## config.mk

```make
export PLATFORM = sky130hd
export DESIGN_NAME = instr_mem_loadable
export DESIGN_NICKNAME = d
export VERILOG_FILES = /design/src/rtl/instr_mem_loadable.sv
export SDC_FILE = /design/constraint.sdc
export NUM_CORES = 2
export LEC_CHECK = 0
export ABC_AREA = 1
export CORE_MARGIN = 5
export CORE_UTILIZATION = 29
export DETAILED_ROUTE_END_ITERATION = 10
export REMOVE_ABC_BUFFERS = 1
export SLEW_MARGIN = 20
export SYNTH_ARGS = -nofsm -noshare
export SYNTH_HDL_FRONTEND = slang
export SYNTH_SLANG_ARGS = --single-unit
```

## constraint.sdc

```tcl
create_clock -name clk -period 3.6 [get_ports clk]
set_input_delay 0.72 -clock clk [delete_from_list [all_inputs] [get_ports clk]]
set_output_delay 0.72 -clock clk [all_outputs]
set_load 0.02 [all_outputs]
```

## src/rtl/instr_mem_loadable.sv

```systemverilog
// Loadable instruction memory: registered fetch port, NOOP fill after reset,
// and run-time reprogramming from a little-endian byte stream.
module instr_mem_loadable #(
    parameter int                DATA_W = 32,
    parameter int                DEPTH  = 64,
    parameter int                ADDR_W = 6,
    parameter logic [DATA_W-1:0] NOOP   = DATA_W'(32'h0000_0013)
) (
    input  logic              clk,
    input  logic              rst,
    input  logic              fetch_en,
    input  logic [ADDR_W-1:0] fetch_addr,
    output logic [DATA_W-1:0] instr_out,
    output logic              instr_valid,
    input  logic              load_start,
    input  logic [7:0]        load_byte,
    input  logic              load_valid,
    output logic              load_ready,
    input  logic              load_end,
    output logic              load_done,
    output logic [ADDR_W:0]   load_count,
    output logic              busy
);

    localparam int BYTES = DATA_W / 8;
    localparam int BC_W  = (BYTES > 1) ? $clog2(BYTES) : 1;

    typedef enum logic [1:0] {
        S_CLEAR,
        S_RUN,
        S_LOAD
    } state_t;

    state_t              state, next_state;
    logic [ADDR_W-1:0]   clr_ptr, wr_ptr, mem_waddr;
    logic [BC_W-1:0]     byte_cnt;
    logic [DATA_W-1:0]   asm_reg, asm_word, mem_wdata;
    logic                mem_we, accept, word_done, fetch_in_range;

    logic [DATA_W-1:0]   mem [DEPTH];

    // When the address space is exactly DEPTH words, every address is valid.
    if ((1 << ADDR_W) > DEPTH) begin : g_range_chk
        assign fetch_in_range = (fetch_addr < ADDR_W'(DEPTH));
    end else begin : g_range_all
        assign fetch_in_range = 1'b1;
    end

    // NOTE: every signal gets a default before the case so no path leaves it
    // unassigned; otherwise synthesis infers a latch.
    always_comb begin
        next_state = state;
        busy       = 1'b1;
        load_ready = 1'b0;
        accept     = 1'b0;
        word_done  = 1'b0;
        mem_we     = 1'b0;
        mem_waddr  = clr_ptr;
        mem_wdata  = NOOP;
        asm_word   = asm_reg;
        asm_word[8*byte_cnt +: 8] = load_byte;

        case (state)
            S_CLEAR: begin
                mem_we = 1'b1;
                if (clr_ptr == ADDR_W'(DEPTH - 1)) next_state = S_RUN;
            end
            S_RUN: begin
                busy = 1'b0;
                if (load_start) next_state = S_LOAD;
            end
            S_LOAD: begin
                load_ready = 1'b1;
                accept     = load_valid;
                word_done  = accept && (byte_cnt == BC_W'(BYTES - 1));
                if (word_done) begin
                    mem_we    = 1'b1;
                    mem_waddr = wr_ptr;
                    mem_wdata = asm_word;
                end
                // A completing word is written on the same edge the session closes.
                if (load_end || (word_done && wr_ptr == ADDR_W'(DEPTH - 1)))
                    next_state = S_RUN;
            end
            default: next_state = S_CLEAR;
        endcase
    end

    // NOTE: sequential state uses non-blocking assignments so every register
    // samples pre-edge values regardless of statement order.
    always_ff @(posedge clk) begin
        if (rst) state <= S_CLEAR;
        else     state <= next_state;
    end

    always_ff @(posedge clk) begin
        if (rst) begin
            clr_ptr     <= '0;
            wr_ptr      <= '0;
            byte_cnt    <= '0;
            asm_reg     <= '0;
            instr_out   <= '0;
            instr_valid <= 1'b0;
            load_done   <= 1'b0;
            load_count  <= '0;
        end else begin
            instr_out   <= '0;
            instr_valid <= 1'b0;
            load_done   <= (state == S_LOAD) && (next_state == S_RUN);

            case (state)
                S_CLEAR: clr_ptr <= clr_ptr + 1'b1;
                S_RUN: begin
                    if (load_start) begin
                        wr_ptr     <= '0;
                        byte_cnt   <= '0;
                        load_count <= '0;
                    end else if (fetch_en) begin
                        instr_valid <= 1'b1;
                        instr_out   <= fetch_in_range ? mem[fetch_addr] : NOOP;
                    end
                end
                S_LOAD: begin
                    if (accept) begin
                        asm_reg <= asm_word;
                        if (word_done) begin
                            byte_cnt   <= '0;
                            wr_ptr     <= wr_ptr + 1'b1;
                            load_count <= load_count + 1'b1;
                        end else begin
                            byte_cnt <= byte_cnt + 1'b1;
                        end
                    end
                end
                default: ;
            endcase
        end
    end

    // NOTE: the array has no reset branch; the CLEAR sweep fills it instead,
    // which keeps it mappable onto plain RAM.
    always_ff @(posedge clk) begin
        if (mem_we) mem[mem_waddr] <= mem_wdata;
    end

endmodule
```

==> reports/qor.csv <==
metric,value,unit
Peak Freq,0.343,GHz
critical path class,flop to flop,
Layout Nets,7423,
P_int,0.0390,W
I/O Buffers,62,
mean routed wirelength per cell,22.1,um
post-synthesis cell count,7214,
Top cell excl fill/tap,nand2_1,
crit path DRT,4190,ps
clock-pin slew on the worst setup and hold paths,60,ps
Final WS setup,688,ps
Synthesis Warnings,0,
Routed Antenna Nets,0,
htree depth,4,
design area,0.101,mm2
Die Y,553,um
worst slew pin tran,805,ps
synth unique cells,36,
Tightest Hold Check Type,primary input to flop,
R2R setup slack,690,ps
final setup violation count,0,
Final min period,2910,ps
RSZ-0062 raised after global routing,no,
crit path max fanout,23,
cells on worst reg2reg path,8,
end of the worst register-to-register path,mem[0][16]$_DFFE_PP_,
Placement Cell Area,0.0944,mm2
max-cap check violation count,0,
gp weighted congestion,0.909,
wl on met1,106000,um
core area,0.294,mm2
CTS Sinks,2129,
CP Launch Type,flop,
cell with the largest stage delay on the worst path,dfxtp_1,
Seq pwr share,53.6,%
critical path data arrival time,3500,ps
CP Capture Type,flop,
DP HPWL,158000,um
Worst-Skew Late Latency,830,ps
reg-to-reg startpoint,byte_cnt[0]$_SDFFE_PP0P_,
setup bufs post-CTS,0,
Root Buffer,clkbuf_16,
Sw Pwr,0.0112,W
largest net degree at the start of global routing,81,
clock share of power,40.7,%
met3 WL post-DR,22800,um
CP startpoint,byte_cnt[0]$_SDFFE_PP0P_,
Pleak,35.4,nW
status,"complete, no violations",
end of the critical path,mem[0][16]$_DFFE_PP_,
pwr dens,498,mW/mm2
clock buffer depth,3,
Slew headroom,46.0,%
IO Pins,63,
Top Metal Used,met5,
#FFs+latches synth,2129,
CP Cell Sequence,inv_1 -> ha_1 -> inv_1 -> nand4_1 -> o22ai_1 -> inv_1 -> nor2_4 -> buf_4,
max reg flops,2048,
GRT Overall Usage,16.0,%
OpenROAD warnings,30,
fp_density,29.1,%
initial antenna violation count,13,
"slowest stage delay, CP",430,ps
Synth Seq Share,73.7,%
clock skew,40.4,ps
-- final cells by class --
type	instances	area [um2]
diodes	5	12.5
clock buffers	273	5530
clock inverters	111	802
fillers	28400	193000
inverters	97	404
multi-input cells	4526	20500
flip-flops and latches	2129	63100
well taps	3919	4900
repair buffers	435	5480
-- power groups by stage --
stage | Combinational [W] | Sequential [W] | Clock, W
after detailed placement | 0.00281 | 0.0274 | 0
after floorplan | 0.00145 | 0.0274 | 0
after global placement | 0.00279 | 0.0274 | 0
after global routing | 0.00306 | 0.0269 | 0.0219
final | 0.00285 | 0.0269 | 0.0205
after CTS | 0.00282 | 0.0269 | 0.0208
-- worst min-delay path by stage --
stage | start | to | cells past startpoint
global placement | asm_reg[8]$_SDFFE_PP0P_ | asm_reg[8]$_SDFFE_PP0P_ | 2
CTS | fetch_addr[5] | instr_out[18]$_SDFF_PP0_ | 5
finish | fetch_addr[5] | instr_out[18]$_SDFF_PP0_ | 5
global route | fetch_addr[5] | instr_out[18]$_SDFF_PP0_ | 5
floorplan | asm_reg[11]$_SDFFE_PP0P_ | asm_reg[11]$_SDFFE_PP0P_ | 2
detailed placement | asm_reg[19]$_SDFFE_PP0P_ | asm_reg[19]$_SDFFE_PP0P_ | 2
-- Yosys cell counts --
master,instances,area (um2)
ha_1,8,100
nor2_2,1,6.26
or2_2,1,6.26
inv_2,6,22.5
nor2_8,1,20.0
nor2_4,2,22.5
and3_1,4,25.0
a31oi_1,4,25.0
nand4_1,3,18.8
nor3b_1,1,7.51
edfxtp_1,2048,61500
o211ai_1,9,67.6
buf_6,8,90.1
clkinv_1,3,11.3
clkbuf_1,82,308
nand2_2,13,81.3
inv_4,2,12.5
o21ai_4,2,32.5
nor3_1,10,50.1
nand2_1,2286,8580
nor3_2,2,20.0
o22ai_1,30,188
dfxtp_1,81,1620
nand4_2,8,100
o21a_1,1,7.51
nand3_1,1787,8940
buf_4,46,345
o21ai_0,61,305
o21ai_2,3,26.3
nor2_1,215,807
o21ai_1,2,10.0
buf_2,273,1370
a21oi_1,71,355
inv_1,86,323
a21oi_4,1,16.3
buf_1,53,199
-- worst max-delay path, delay by kind of cell, from the launching register on --
family | cells | cell delay [ps]
AND-OR/OR-AND | 1 | 300
adder cells (fa/ha/maj) | 1 | 350
buffers and inverters | 4 | 840
flip-flops | 1 | 430
AND/OR/NAND/NOR | 2 | 700
-- metrics by stage --
step                hold slack, ps  total power [W]  instances
detailed placement             458           0.0302      11100
global route                   407           0.0518      11500
floorplan                      439           0.0289       6752
CTS                            338           0.0505      11500
finish                         385           0.0502      11500
global placement               452           0.0302      11100
-- routing by layer --
layer / vias up / global-route usage, %
met4: 2 / 5.48
met1: 28400 / 22.4
met2: 2597 / 25.0
met3: 376 / 2.94
met5: - / 0
li1: 25900 / -
-- kinds of logic (layout without fill, tap and decap cells) --
| group | after synthesis | in the layout | synth area share, % |
|---|---|---|---|
| flops | 2129 | 2129 | 73.7 |
| fa+ha+maj | 8 | 8 | 0.117 |
| simple gates | 4334 | 4334 | 21.8 |
| buf+inv | 559 | 916 | 3.13 |
| compound gates | 184 | 184 | 1.21 |
| other cells | 0 | 5 | 0 |
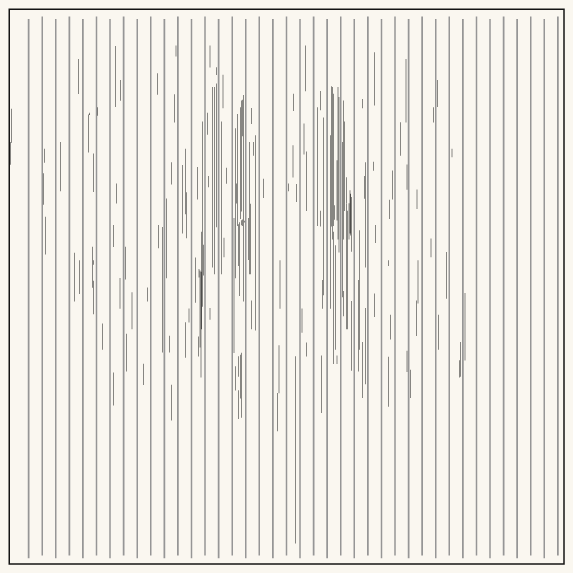
**Above:** signal wires on met4.
(1 px per um) Supply wires on this layer in grey.
The layer holds 3.5% of the routed length. 94 nets have wire on it. The layer carries 8890 um of wire. The longest straight run is 206 um.
Vias: 57.3k
WL final: 254000 um

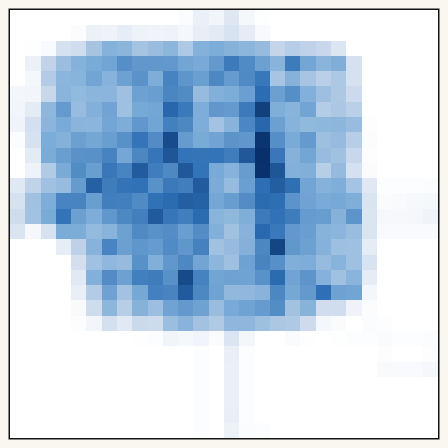
**Above:** wire density map.
The die is cut into 28 by 28 equal tiles; white is low, dark blue is high, scaled to the fullest tile. Values are wire area over tile area, all layers added.
The densest ninth of the die: centre. The mean over all tiles is 0.14. The emptiest ninth of the die: lower right.

Power is estimated from default activity; no workload was simulated.
